**config.mk**
```make
export PLATFORM = sky130hd
export DESIGN_NAME = hazard_scoreboard
export DESIGN_NICKNAME = d
export VERILOG_FILES = /design/src/rtl/hazard_pkg.sv /design/src/rtl/hazard_src_check.sv /design/src/rtl/hazard_scoreboard.sv
export SDC_FILE = /design/constraint.sdc
export NUM_CORES = 1
export LEC_CHECK = 0
export ABC_AREA = 0
export CAP_MARGIN = 30
export CORE_MARGIN = 4
export CORE_UTILIZATION = 57
export DETAILED_ROUTE_END_ITERATION = 12
export PLACE_DENSITY_LB_ADDON = 0.08
export SYNTH_ARGS = -nofsm -noshare
export SYNTH_HDL_FRONTEND = slang
export SYNTH_HIERARCHICAL = 1
export SYNTH_SLANG_ARGS = --single-unit
```
**constraint.sdc**
```tcl
create_clock -name clk -period 7.4 [get_ports clk]
set_input_delay 1.11 -clock clk [delete_from_list [all_inputs] [get_ports clk]]
set_output_delay 1.11 -clock clk [all_outputs]
set_load 0.01 [all_outputs]
```
**src/rtl/hazard_pkg.sv**
```systemverilog
// Shared encodings for the hazard scoreboard: pipeline-age states and forwarding selects.
package hazard_pkg;

  // Age of the youngest in-flight writer of a register, counted in pipeline stages past ID.
  localparam logic [1:0] AGE_IDLE = 2'd0;
  localparam logic [1:0] AGE_EX   = 2'd1;
  localparam logic [1:0] AGE_MEM  = 2'd2;
  localparam logic [1:0] AGE_WB   = 2'd3;

  // Operand source selects driven to the ID/EX operand muxes.
  localparam logic [1:0] FWD_REG  = 2'b00;
  localparam logic [1:0] FWD_EX   = 2'b01;
  localparam logic [1:0] FWD_MEM  = 2'b10;
  localparam logic [1:0] FWD_WB   = 2'b11;

  // One pipeline step: EX->MEM->WB, and a writer leaving WB retires to idle.
  function automatic logic [1:0] age_advance(input logic [1:0] age);
    logic [1:0] nxt;
    nxt = AGE_IDLE;
    case (age)
      AGE_EX:  nxt = AGE_MEM;
      AGE_MEM: nxt = AGE_WB;
      default: nxt = AGE_IDLE;
    endcase
    return nxt;
  endfunction

endpackage

```
**src/rtl/hazard_src_check.sv**
```systemverilog
// Per-read-port hazard check: maps the producer age of one source register to a
// forwarding select and a stall request.
module hazard_src_check
  import hazard_pkg::*;
#(
  parameter bit BR_EX_STALL = 1'b1
) (
  input  logic [1:0] i_age,
  input  logic       i_ld,
  input  logic       i_used,
  input  logic       i_is_br,
  input  logic       i_r0_mask,
  output logic [1:0] o_fwd_sel,
  output logic       o_port_stall
);

  logic w_active;

  assign w_active = i_used & ~i_r0_mask;

  // Decode producer age into forwarding path and stall request.
  always_comb begin
    o_fwd_sel    = FWD_REG;
    o_port_stall = 1'b0;
    if (w_active) begin
      unique case (i_age)
        AGE_IDLE: o_fwd_sel = FWD_REG;
        AGE_EX: begin
          // Load data is not ready until MEM; a branch in ID has no EX->ID path.
          o_fwd_sel    = FWD_EX;
          o_port_stall = i_ld | (i_is_br & BR_EX_STALL);
        end
        AGE_MEM: begin
          // Load data appears only at the end of MEM, too late for a branch compare in ID.
          o_fwd_sel    = FWD_MEM;
          o_port_stall = i_is_br & i_ld;
        end
        AGE_WB: o_fwd_sel = FWD_WB;
      endcase
    end
  end

endmodule

```
**src/rtl/hazard_scoreboard.sv**
```systemverilog
// Scoreboard interlock/forwarding unit: tracks the youngest in-flight writer of each
// architectural register by pipeline age and derives forwarding selects, stall and PC hold.
module hazard_scoreboard
  import hazard_pkg::*;
#(
  parameter int unsigned AW          = 3,
  parameter int unsigned NUM_RD      = 2,
  parameter int unsigned R0_ZERO     = 0,
  parameter int unsigned BR_EX_STALL = 1,
  parameter int unsigned CNT_W       = 16
) (
  input  logic                 clk,
  input  logic                 rst_n,
  input  logic                 i_issue_valid,
  input  logic                 i_issue_we,
  input  logic                 i_issue_load,
  input  logic [AW-1:0]        i_issue_dst,
  input  logic                 i_issue_br,
  input  logic [NUM_RD*AW-1:0] i_src_addr,
  input  logic [NUM_RD-1:0]    i_src_used,
  input  logic                 i_pipe_hold,
  input  logic                 i_flush,
  output logic                 o_stall,
  output logic                 o_pc_hold,
  output logic [NUM_RD*2-1:0]  o_fwd_sel,
  output logic [CNT_W-1:0]     o_stall_cnt
);

  localparam int unsigned NUM_REGS = 1 << AW;

  logic [1:0]          r_age [NUM_REGS];
  logic [NUM_REGS-1:0] r_ld;
  logic [CNT_W-1:0]    r_stall_cnt;

  logic [1:0]          w_age_d [NUM_REGS];
  logic [NUM_REGS-1:0] w_ld_d;
  logic [CNT_W-1:0]    w_stall_cnt_d;

  logic [NUM_RD-1:0]   w_port_stall;
  logic                w_stall;
  logic                w_dst_masked;
  logic                w_record;

  for (genvar k = 0; k < NUM_RD; k++) begin : g_port
    logic [AW-1:0] w_src;
    logic          w_r0_mask;

    assign w_src     = i_src_addr[k*AW +: AW];
    assign w_r0_mask = (R0_ZERO != 0) && (w_src == '0);

    hazard_src_check #(
      .BR_EX_STALL(BR_EX_STALL != 0)
    ) u_src_check (
      .i_age       (r_age[w_src]),
      .i_ld        (r_ld[w_src]),
      .i_used      (i_src_used[k]),
      .i_is_br     (i_issue_br),
      .i_r0_mask   (w_r0_mask),
      .o_fwd_sel   (o_fwd_sel[k*2 +: 2]),
      .o_port_stall(w_port_stall[k])
    );
  end

  // A flushed ID instruction never stalls; an invalid one never stalls.
  assign w_stall   = i_issue_valid & ~i_flush & (|w_port_stall);
  assign o_stall   = w_stall;
  assign o_pc_hold = w_stall;

  assign w_dst_masked = (R0_ZERO != 0) && (i_issue_dst == '0);
  assign w_record     = i_issue_valid & i_issue_we & ~w_stall & ~i_flush & ~w_dst_masked;

  // Next scoreboard state: age every live entry, squash EX on flush, then record the ID writer.
  always_comb begin
    for (int r = 0; r < NUM_REGS; r++) begin
      w_age_d[r] = r_age[r];
      w_ld_d[r]  = r_ld[r];
      if (!i_pipe_hold) begin
        if (i_flush && (r_age[r] == AGE_EX)) begin
          w_age_d[r] = AGE_IDLE;
        end else begin
          w_age_d[r] = age_advance(r_age[r]);
        end
        if (w_age_d[r] == AGE_IDLE) begin
          w_ld_d[r] = 1'b0;
        end
        // Youngest writer wins: an older in-flight writer of the same register is forgotten.
        if (w_record && (i_issue_dst == AW'(r))) begin
          w_age_d[r] = AGE_EX;
          w_ld_d[r]  = i_issue_load;
        end
      end
    end
  end

  // Saturating count of cycles the front end was held by an interlock.
  always_comb begin
    w_stall_cnt_d = r_stall_cnt;
    if (w_stall && !i_pipe_hold && !(&r_stall_cnt)) begin
      w_stall_cnt_d = r_stall_cnt + 1'b1;
    end
  end

  // Scoreboard state registers.
  always_ff @(posedge clk or negedge rst_n) begin
    if (!rst_n) begin
      for (int r = 0; r < NUM_REGS; r++) begin
        r_age[r] <= AGE_IDLE;
      end
      r_ld <= '0;
    end else begin
      for (int r = 0; r < NUM_REGS; r++) begin
        r_age[r] <= w_age_d[r];
      end
      r_ld <= w_ld_d;
    end
  end

  // Stall counter register.
  always_ff @(posedge clk or negedge rst_n) begin
    if (!rst_n) begin
      r_stall_cnt <= '0;
    end else begin
      r_stall_cnt <= w_stall_cnt_d;
    end
  end

  assign o_stall_cnt = r_stall_cnt;

endmodule

```
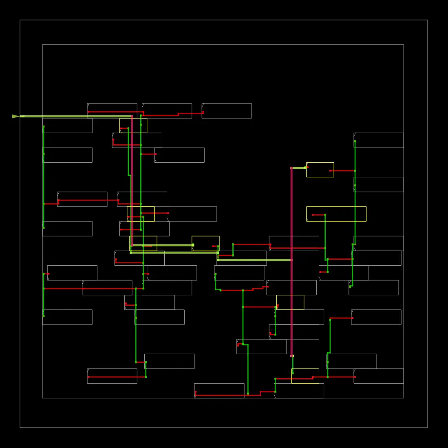
(images/final_clocks.png)
registers: 40
reported clock group power: 195 uW
clock sink total: 40
worst clock skew: 0.00553 ns

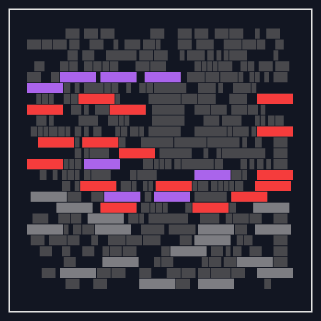
(images/registers.png)
Drawn at 4 px/um.
- r_age: red (placed flops 16)
- r_ld: purple (placed flops 8)
- not colored: 16
flip-flop and latch power: 309 uW
Sequential cell area: 1000 sq um
sequential fraction of total cell area: 0.319
post-layout utilization of the core: 0.721

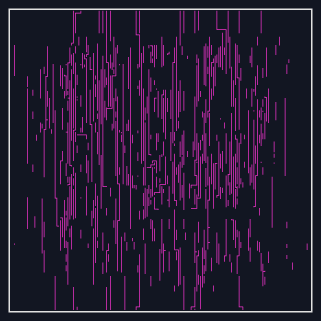
(images/met2.png)
Drawn at 4 px/um.
- nets with wire on the layer: 259
- longest straight run: 45.2 um
- wire length on this layer: 2580 um
total via count in the routed design: 2025
routed wire length: 5510 um
met2 routing resource usage after global routing: 0.335

where the power goes:
group          internal [mW]  switching [mW]  total, mW
clock network          0.119          0.0765      0.195
logic                  0.116           0.119      0.235
registers              0.257          0.0522      0.309
worst max-delay path, cell delays in order:
cell and delay (ns):
sky130_fd_sc_hd__clkdlybuf4s50_1 0.72, sky130_fd_sc_hd__mux4_2 0.57, sky130_fd_sc_hd__mux2_2 0.30, sky130_fd_sc_hd__inv_1 0.10, sky130_fd_sc_hd__ha_1 0.17, sky130_fd_sc_hd__nand3_1 0.09, sky130_fd_sc_hd__a211oi_2 0.34, sky130_fd_sc_hd__nor2_1 0.12
sky130_fd_sc_hd__nor2_1 0.16, sky130_fd_sc_hd__clkdlybuf4s50_1 0.58
==> flow_results.org <==
#+TITLE: Physical design notes

** Status
- Outcome :: finished clean

** Synth
- In this run, the synthesized area fraction spent on xor and xnor cells is recorded as 0.0509.
- The main area contributors are sky130_fd_sc_hd__dfrtp_1, sky130_fd_sc_hd__mux4_2, sky130_fd_sc_hd__nor2_1, sky130_fd_sc_hd__ha_1, sky130_fd_sc_hd__xnor2_1.
- The cell-mix breakdown from Yosys lists the adder-cell area share as 0.0437.
- Yosys mapped the design onto approximately 41 distinct sky130hd cell types.
- The synthesis run identifies the leading combinational cell family as simple AND/OR/NAND/NOR gates.
- A synthesized cell averages 10.2 sq um.
- The area fraction of the largest cell type after synthesis is 0.388.
- Yosys top cell by area :: sky130_fd_sc_hd__dfrtp_1
- Of the total synthesized cell area, the portion taken by AND-OR and OR-AND cells is 0.121.
- Most frequent cells after synthesis :: sky130_fd_sc_hd__dfrtp_1, sky130_fd_sc_hd__nor2_1, sky130_fd_sc_hd__nand2_1
- Counting flops and latches in the post-synthesis netlist gives 40.
- In the Yosys report the total cell count is around 250.
- Chip Area, Yosys :: 2580 sq um
- Cell area after synthesis :: 2580 sq um
- In this run, synthesis inferred 0 flip-flops with an integrated enable.
- Most instantiated flip-flop cell in the synthesis netlist :: sky130_fd_sc_hd__dfrtp_1
- Cells after synthesis :: around 250
- The portion of synthesized area spent on multiplexers is 0.135.
- For this run, the number of Yosys warnings is 6.
- Share of the yosys chip area belonging to registers :: 0.388
- For this run, asynchronously set or reset flops after synthesis account for 1.00.
- Simple-gate portion of the synthesized area :: 0.232
- Most common cell in the synthesized netlist :: sky130_fd_sc_hd__dfrtp_1

** Route
- After detailed routing, the met3 layer carries roughly 340 um of wire.
- The detailed router used layers up to and including met4.
- Post-route met1 wirelength :: between 2000 and 2500 um
- Met2 routed WL :: around 2600 um
- Per-cell via count in the routed design :: roughly 5.9
- Average detailed-routed wire length per instance :: between 15 and 20 um
- The first detailed-routing pass took 4 iterations.
- In the routed design, unresolved DRC markers number 0.
- Once detail routing completed, the nets flagged for antenna violations numbered 0.
- Initial DRC Count :: about 130

** Final timing
- Time the final worst path needs with I/O delays and setup :: around 5.4 ns
- Across all setup checks in the final design, the least slack found is 2.04 ns.
- Final hold slack :: 0.498 ns
- The final timing report lists a hold violation count of 0.
- Measured slew at the worst slew-check pin :: 0.873 ns
- Relative max-transition margin :: 0.418
- Maximum achievable frequency :: between 0.15 and 0.2 GHz
- RSZ-0062 raised after global routing :: no
- The final report lists the setup-violating endpoint count as 0.
- Max-slew violation count :: 0
- Final-layout setup total negative slack :: 0 ns
- Final period utilization :: 0.725

** Clock tree
- The clock passes through at most 2 buffers.
- The number of gates resized after CTS was 0.
- H-tree Lvls :: 2
- CTS placed an instance of sky130_fd_sc_hd__clkbuf_8 at the clock tree root.
- The post-CTS hold buffer count recorded in the log is 0.
- TritonCTS built the clock tree.
- Clk latency late pin :: 0.30 ns
- Postcts setup bufs :: 0
- TritonCTS Buffers :: 5
- In the CTS report, the clock slew at the register clock pins of the worst setup and hold paths is listed as roughly 0.080 ns.

** Cells and area
- # diodes :: 0
- Clock Network Area Fraction :: 0.0403
- Fraction of layout cells with a size suffix above 1 :: 0.147
- Count of plain and timing-repair buffers :: 41
- Clkbuf count :: 7
- The finished design was reported to have a net count of between 300 and 400.
- Combinational cell area excluding buffers and inverters :: approximately 1500 sq um
- Number of multi-input logic gates :: 195
- Synth-to-Final Area Change :: 21.7%
- By instance count after routing, the leading logic cell type is sky130_fd_sc_hd__dfrtp_1.
- Non-clock inverters in the final layout number 9.
- The final report gives the standard cell area, fillers excluded, as ~3100 sq um.
- Number of fill cells in the layout :: 335
- Final Non-Filler Cells :: between 300 and 400
- Logic gate fraction of the total cell area :: 0.481
- Top logic cells by instance count in the layout :: sky130_fd_sc_hd__dfrtp_1, sky130_fd_sc_hd__clkdlybuf4s50_1, sky130_fd_sc_hd__nor2_1
- Signal buffers share of area :: 0.128
- The largest cell class by area is multi-input combinational cells.

** Floorplan
- Area of the chip :: 5660 sq um
- Initial Util :: 0.592
- Die width :: 75.3 um
- Number of tap cells inserted :: 52
- Number of cell rows :: 24
- I/O pin count :: around 40
- Die outline height :: 75.3 um
- In this run the standard cell core region covers 4350 sq um.

** Worst hold path
- STA lists the startpoint of the worst hold path as o_stall_cnt[14].
- STA reports the tightest min-delay check as being of type reg2reg.
- The worst hold path terminates at o_stall_cnt[14].
- Hold Crit Depth :: 1

** Place
- Before CTS, the worst setup slack after placement is 2.02 ns.
- Routability congestion estimate :: 0.834
- DP HPWL :: about 4100 um
- Once placement completed, the tool counted placed cells totaling 337.
- Summing all placed instances gives a cell area of 3010 sq um.
- Count of buffers inserted at the top-level ports :: 40

** Power and ir drop
- Power comes to roughly 740 uW.
- The power report puts the leakage power at roughly 1.3 nW.
- In this run the power density over the cells is 236 nW/um^2.
- Maximum VDD drop :: 0.177 mV

** Setup path
- Capture point of the worst path :: o_pc_hold
- Terminus of the critical flop-to-flop path :: o_stall_cnt[1]
- For the worst reg-to-reg path, the startpoint reported by OpenROAD is r_age[3].
- Req. time, crit path :: 6.29 ns
- The worst-case reg-to-reg setup slack stands at ~4.2 ns.
- Tracing the worst setup path back leads to its startpoint at i_src_addr[3].
- Critical path peak fanout :: 6
- STA classifies the critical path endpoint as an output port.
- Critical path class :: in2out
- STA classifies the critical path startpoint as a primary input.
- The report puts the cell count of the worst reg-to-reg path at 10.
- Data arrives at the worst endpoint at 4.25 ns.

** Flow run
- OpenROAD warnings :: 32
- The report counts max-capacitance violations totalling 0.

** Global routing
- Largest net degree at the start of global routing :: roughly 44
- Most Crowded Layer GR :: met2
- The first global-routing pass estimated 9180 um of wire.
- Initial antenna violation count :: 0
- For this run, global-route usage on met1 was measured as 0.299.
- Global routing finished with a remaining overflow of 0.
- For this run, the total global-route usage over all layers was measured as 0.216.
- The via count of the first global-routing pass is 1929.
- Met3 layer usage reported by global route :: 0.0427
Power is estimated from default activity; no workload was simulated.
